## config.mk

```make
export PLATFORM = sky130hd
export DESIGN_NAME = dp_ram_port_arbiter
export DESIGN_NICKNAME = d
export VERILOG_FILES = /design/src/rtl/dp_ram_port_arbiter.sv
export SDC_FILE = /design/constraint.sdc
export NUM_CORES = 1
export LEC_CHECK = 0
export CORE_ASPECT_RATIO = 1.75
export CORE_MARGIN = 3
export CORE_UTILIZATION = 46
export CTS_BUF_LIST = sky130_fd_sc_hd__clkbuf_2
export CTS_CLUSTER_SIZE = 20
export DETAILED_ROUTE_END_ITERATION = 8
export PLACE_DENSITY = 0.89
export SLEW_MARGIN = 20
export SYNTH_ARGS = -nofsm -noshare
export SYNTH_HDL_FRONTEND = slang
export SYNTH_SLANG_ARGS = --single-unit
```

## constraint.sdc

```tcl
create_clock -name clka -period 5.15 [get_ports clka]
set_clock_uncertainty 0.05 [all_clocks]
set_input_delay 0.515 -clock clka [delete_from_list [all_inputs] [get_ports clka]]
set_output_delay 0.515 -clock clka [all_outputs]
set_load 0.05 [all_outputs]
```

## src/rtl/dp_ram_port_arbiter.sv

```systemverilog
// dp_ram_port_arbiter
//   Round-robin arbiter that shares port A of a latency DP-RAM among NUM_REQ
//   requesters. One registered command per cycle goes to the RAM. Each read is
//   tagged so the returned word is steered to the requester that issued it.
//   Reads are held off while a write to the same address is still travelling
//   through the RAM's write pipeline.
//
// Ports
//   clka        clock, rising edge
//   i_rst_n     asynchronous active-low reset
//   i_req       per-requester request, held until granted
//   i_we        per-requester 1=write, 0=read
//   i_addr      packed addresses, requester k at [k*ADDR_WIDTH +: ADDR_WIDTH]
//   i_din       packed write data, requester k at [k*WORD_W +: WORD_W]
//   o_gnt       one-hot grant (combinational); transfer when i_req[k] & o_gnt[k]
//   o_ram_en    RAM port A enable (registered)
//   o_ram_we    RAM port A write enable (registered)
//   o_ram_addr  RAM port A address (registered)
//   o_ram_din   RAM port A write data (registered)
//   i_ram_dout  RAM port A read data
//   o_rvalid    one-hot read-return strobe (registered)
//   o_rdata     read data, qualified by o_rvalid
module dp_ram_port_arbiter #(
  parameter  int unsigned NUM_REQ    = 4,
  parameter  int unsigned DATA_WIDTH = 8,
  parameter  int unsigned MEM_DEPTH  = 16,
  parameter  int unsigned ADDR_WIDTH = $clog2(MEM_DEPTH),
  parameter  int unsigned RD_PIPE    = 2,
  parameter  int unsigned WR_PIPE    = 2,
  localparam int unsigned WORD_W     = DATA_WIDTH + $clog2(DATA_WIDTH) + 2
) (
  input  logic                          clka,
  input  logic                          i_rst_n,
  input  logic [NUM_REQ-1:0]            i_req,
  input  logic [NUM_REQ-1:0]            i_we,
  input  logic [NUM_REQ*ADDR_WIDTH-1:0] i_addr,
  input  logic [NUM_REQ*WORD_W-1:0]     i_din,
  output logic [NUM_REQ-1:0]            o_gnt,
  output logic                          o_ram_en,
  output logic                          o_ram_we,
  output logic [ADDR_WIDTH-1:0]         o_ram_addr,
  output logic [WORD_W-1:0]             o_ram_din,
  input  logic [WORD_W-1:0]             i_ram_dout,
  output logic [NUM_REQ-1:0]            o_rvalid,
  output logic [WORD_W-1:0]             o_rdata
);

  localparam int unsigned PTR_W = (NUM_REQ > 1) ? $clog2(NUM_REQ) : 1;

  // Round-robin pointer: requester searched first in the current cycle
  logic [PTR_W-1:0]      ptr;
  logic [PTR_W-1:0]      ptr_nxt;

  // Write tracker: addresses of writes not yet landed in the array
  logic [WR_PIPE-1:0]    wt_valid;
  logic [ADDR_WIDTH-1:0] wt_addr [WR_PIPE];

  // Read tags as one-hot requester vectors; all-zero means no read
  logic [NUM_REQ-1:0]    rd_issue;
  logic [NUM_REQ-1:0]    tag_q [RD_PIPE];

  logic [NUM_REQ-1:0]    hazard;
  logic [NUM_REQ-1:0]    eligible;
  logic [NUM_REQ-1:0]    hi_mask;
  logic [NUM_REQ-1:0]    elig_hi;
  logic [NUM_REQ-1:0]    pick_src;
  logic [NUM_REQ-1:0]    gnt_oh;
  logic                  gnt_any;

  logic                  sel_we;
  logic [ADDR_WIDTH-1:0] sel_addr;
  logic [WORD_W-1:0]     sel_din;

  // Read hazard: requester address matches any write still in flight
  always_comb begin
    hazard = '0;
    for (int unsigned k = 0; k < NUM_REQ; k++) begin
      for (int unsigned s = 0; s < WR_PIPE; s++) begin
        if (wt_valid[s] && (wt_addr[s] == i_addr[k*ADDR_WIDTH +: ADDR_WIDTH])) begin
          hazard[k] = 1'b1;
        end
      end
    end
  end

  // Writes are never blocked; reads are blocked by a pending same-address write
  assign eligible = i_req & ~(~i_we & hazard);

  // Requesters at or above the pointer get first pick
  always_comb begin
    hi_mask = '0;
    for (int unsigned i = 0; i < NUM_REQ; i++) begin
      hi_mask[i] = (i >= 32'(ptr));
    end
  end

  // Lowest set bit of the upper group, or of everyone when the upper group is empty
  assign elig_hi  = eligible & hi_mask;
  assign pick_src = (|elig_hi) ? elig_hi : eligible;
  assign gnt_oh   = pick_src & (~pick_src + NUM_REQ'(1));
  assign gnt_any  = |gnt_oh;
  assign o_gnt    = {NUM_REQ{i_rst_n}} & gnt_oh;

  // Pointer moves to the requester after the winner
  always_comb begin
    ptr_nxt = ptr;
    for (int unsigned i = 0; i < NUM_REQ; i++) begin
      if (gnt_oh[i]) begin
        ptr_nxt = (i == NUM_REQ - 1) ? '0 : PTR_W'(i + 1);
      end
    end
  end

  // Command mux for the winning requester
  always_comb begin
    sel_we   = 1'b0;
    sel_addr = '0;
    sel_din  = '0;
    for (int unsigned k = 0; k < NUM_REQ; k++) begin
      if (gnt_oh[k]) begin
        sel_we   = i_we[k];
        sel_addr = i_addr[k*ADDR_WIDTH +: ADDR_WIDTH];
        sel_din  = i_din[k*WORD_W +: WORD_W];
      end
    end
  end

  // RAM command register; address/data/we hold while idle
  always_ff @(posedge clka or negedge i_rst_n) begin
    if (!i_rst_n) begin
      ptr        <= '0;
      o_ram_en   <= 1'b0;
      o_ram_we   <= 1'b0;
      o_ram_addr <= '0;
      o_ram_din  <= '0;
      rd_issue   <= '0;
    end else begin
      ptr      <= ptr_nxt;
      o_ram_en <= gnt_any;
      if (gnt_any) begin
        o_ram_we   <= sel_we;
        o_ram_addr <= sel_addr;
        o_ram_din  <= sel_din;
      end
      rd_issue <= (gnt_any && !sel_we) ? gnt_oh : '0;
    end
  end

  // Write tracker shift; loaded at the same edge the write is registered to the RAM
  always_ff @(posedge clka or negedge i_rst_n) begin
    if (!i_rst_n) begin
      wt_valid <= '0;
      for (int unsigned s = 0; s < WR_PIPE; s++) begin
        wt_addr[s] <= '0;
      end
    end else begin
      wt_valid[0] <= gnt_any && sel_we;
      wt_addr[0]  <= sel_addr;
      for (int unsigned s = 1; s < WR_PIPE; s++) begin
        wt_valid[s] <= wt_valid[s-1];
        wt_addr[s]  <= wt_addr[s-1];
      end
    end
  end

  // Read tag shift; last stage lines up with valid RAM read data
  always_ff @(posedge clka or negedge i_rst_n) begin
    if (!i_rst_n) begin
      for (int unsigned s = 0; s < RD_PIPE; s++) begin
        tag_q[s] <= '0;
      end
    end else begin
      tag_q[0] <= rd_issue;
      for (int unsigned s = 1; s < RD_PIPE; s++) begin
        tag_q[s] <= tag_q[s-1];
      end
    end
  end

  assign o_rvalid = tag_q[RD_PIPE-1];
  assign o_rdata  = i_ram_dout;

endmodule

```

Placement view:
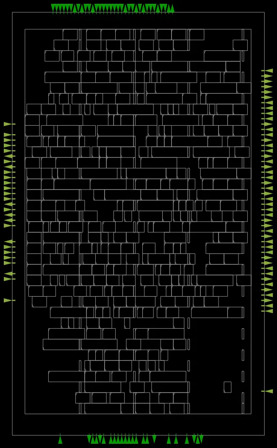
fill count: 449
Core Region: 0.00563 mm²
Seq area share: 0.289
non-filler cells, final: 431
Core Util, Final: 0.662

==> results.json <==
{
  "status": "complete, no violations",
  "clkLatencyLatePin_ps": 430,
  "p_int_uw": 981,
  "powerDensity_mw_per_mm2": 533,
  "grt_usage": 0.245,
  "worstReg2RegEnd": "o_ram_din[9]",
  "ff_count": 43,
  "xor_area_frac": 0.0935,
  "place_ws_ps": 927,
  "leakage_nw": 1.48,
  "clk_share": 0.0121,
  "cp_data_required_time_ps": 4590,
  "reg_top3": "o_ram_din x13, wt_addr x8",
  "aoi_share": 0.281,
  "rsz0062_at_grt": "false",
  "reg2reg_from": "wt_addr[3]",
  "cts.repair.resized": 0,
  "buffers": 109,
  "p_seq_uw": 641,
  "arrival_ps": 3670,
  "cts.clk_slew.worst_paths_ps": 230,
  "yosysTopAreaCell": "dfrtp_1",
  "cp-end-kind": "output port",
  "rr_worst_depth": 7,
  "dpl.hpwl_um": 6470,
  "avgSynthCellArea_um2": 10.1,
  "openroad.warnings": 26,
  "ys_top_cells_by_area": "dfrtp_1 (40%), xor2_1 (5.8%), buf_4 (5.5%)",
  "slowest_stage": "clkdlybuf4s50_1",
  "synthTopCellsByCount": "dfrtp_1 (43), buf_4 (20), nor2_1 (20), xor2_1 (18)",
  "combPwrFrac": 0.602,
  "htreeDepth": 2,
  "p_comb_mw": 1.20,
  "p_sw_frac": 0.506,
  "cts-root-buf": "clkbuf_2",
  "grt.busiest_layer": "met2",
  "grt_max_degree": 34,
  "dominant_cells": "combinational gates",
  "power_leader": "combinational cells",
  "routedWlPerCell_um": 19.8,
  "grt-ovfl-total": 0,
  "setup_tns_ps": 0,
  "clkbuf_count": 5,
  "reg2reg_setup_slack_ps": 1900,
  "dr_wl_met3_um": 576
}
Metal 2:
Scale: 6 px per µm.
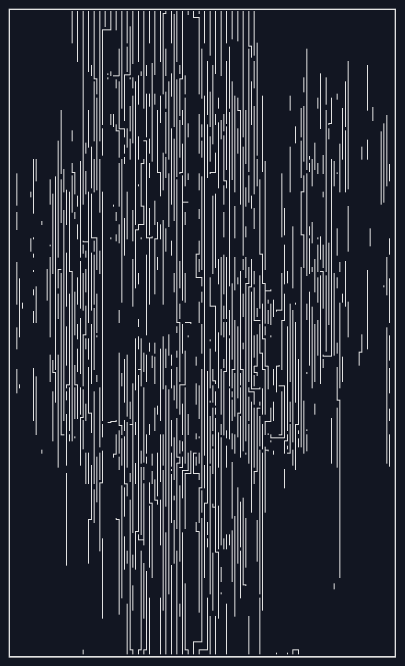
394 nets have wire on it. The layer carries 4800 µm of wire. The wires run mostly vertical. The longest straight run is 59.8 µm. The layer holds 56% of the routed length.

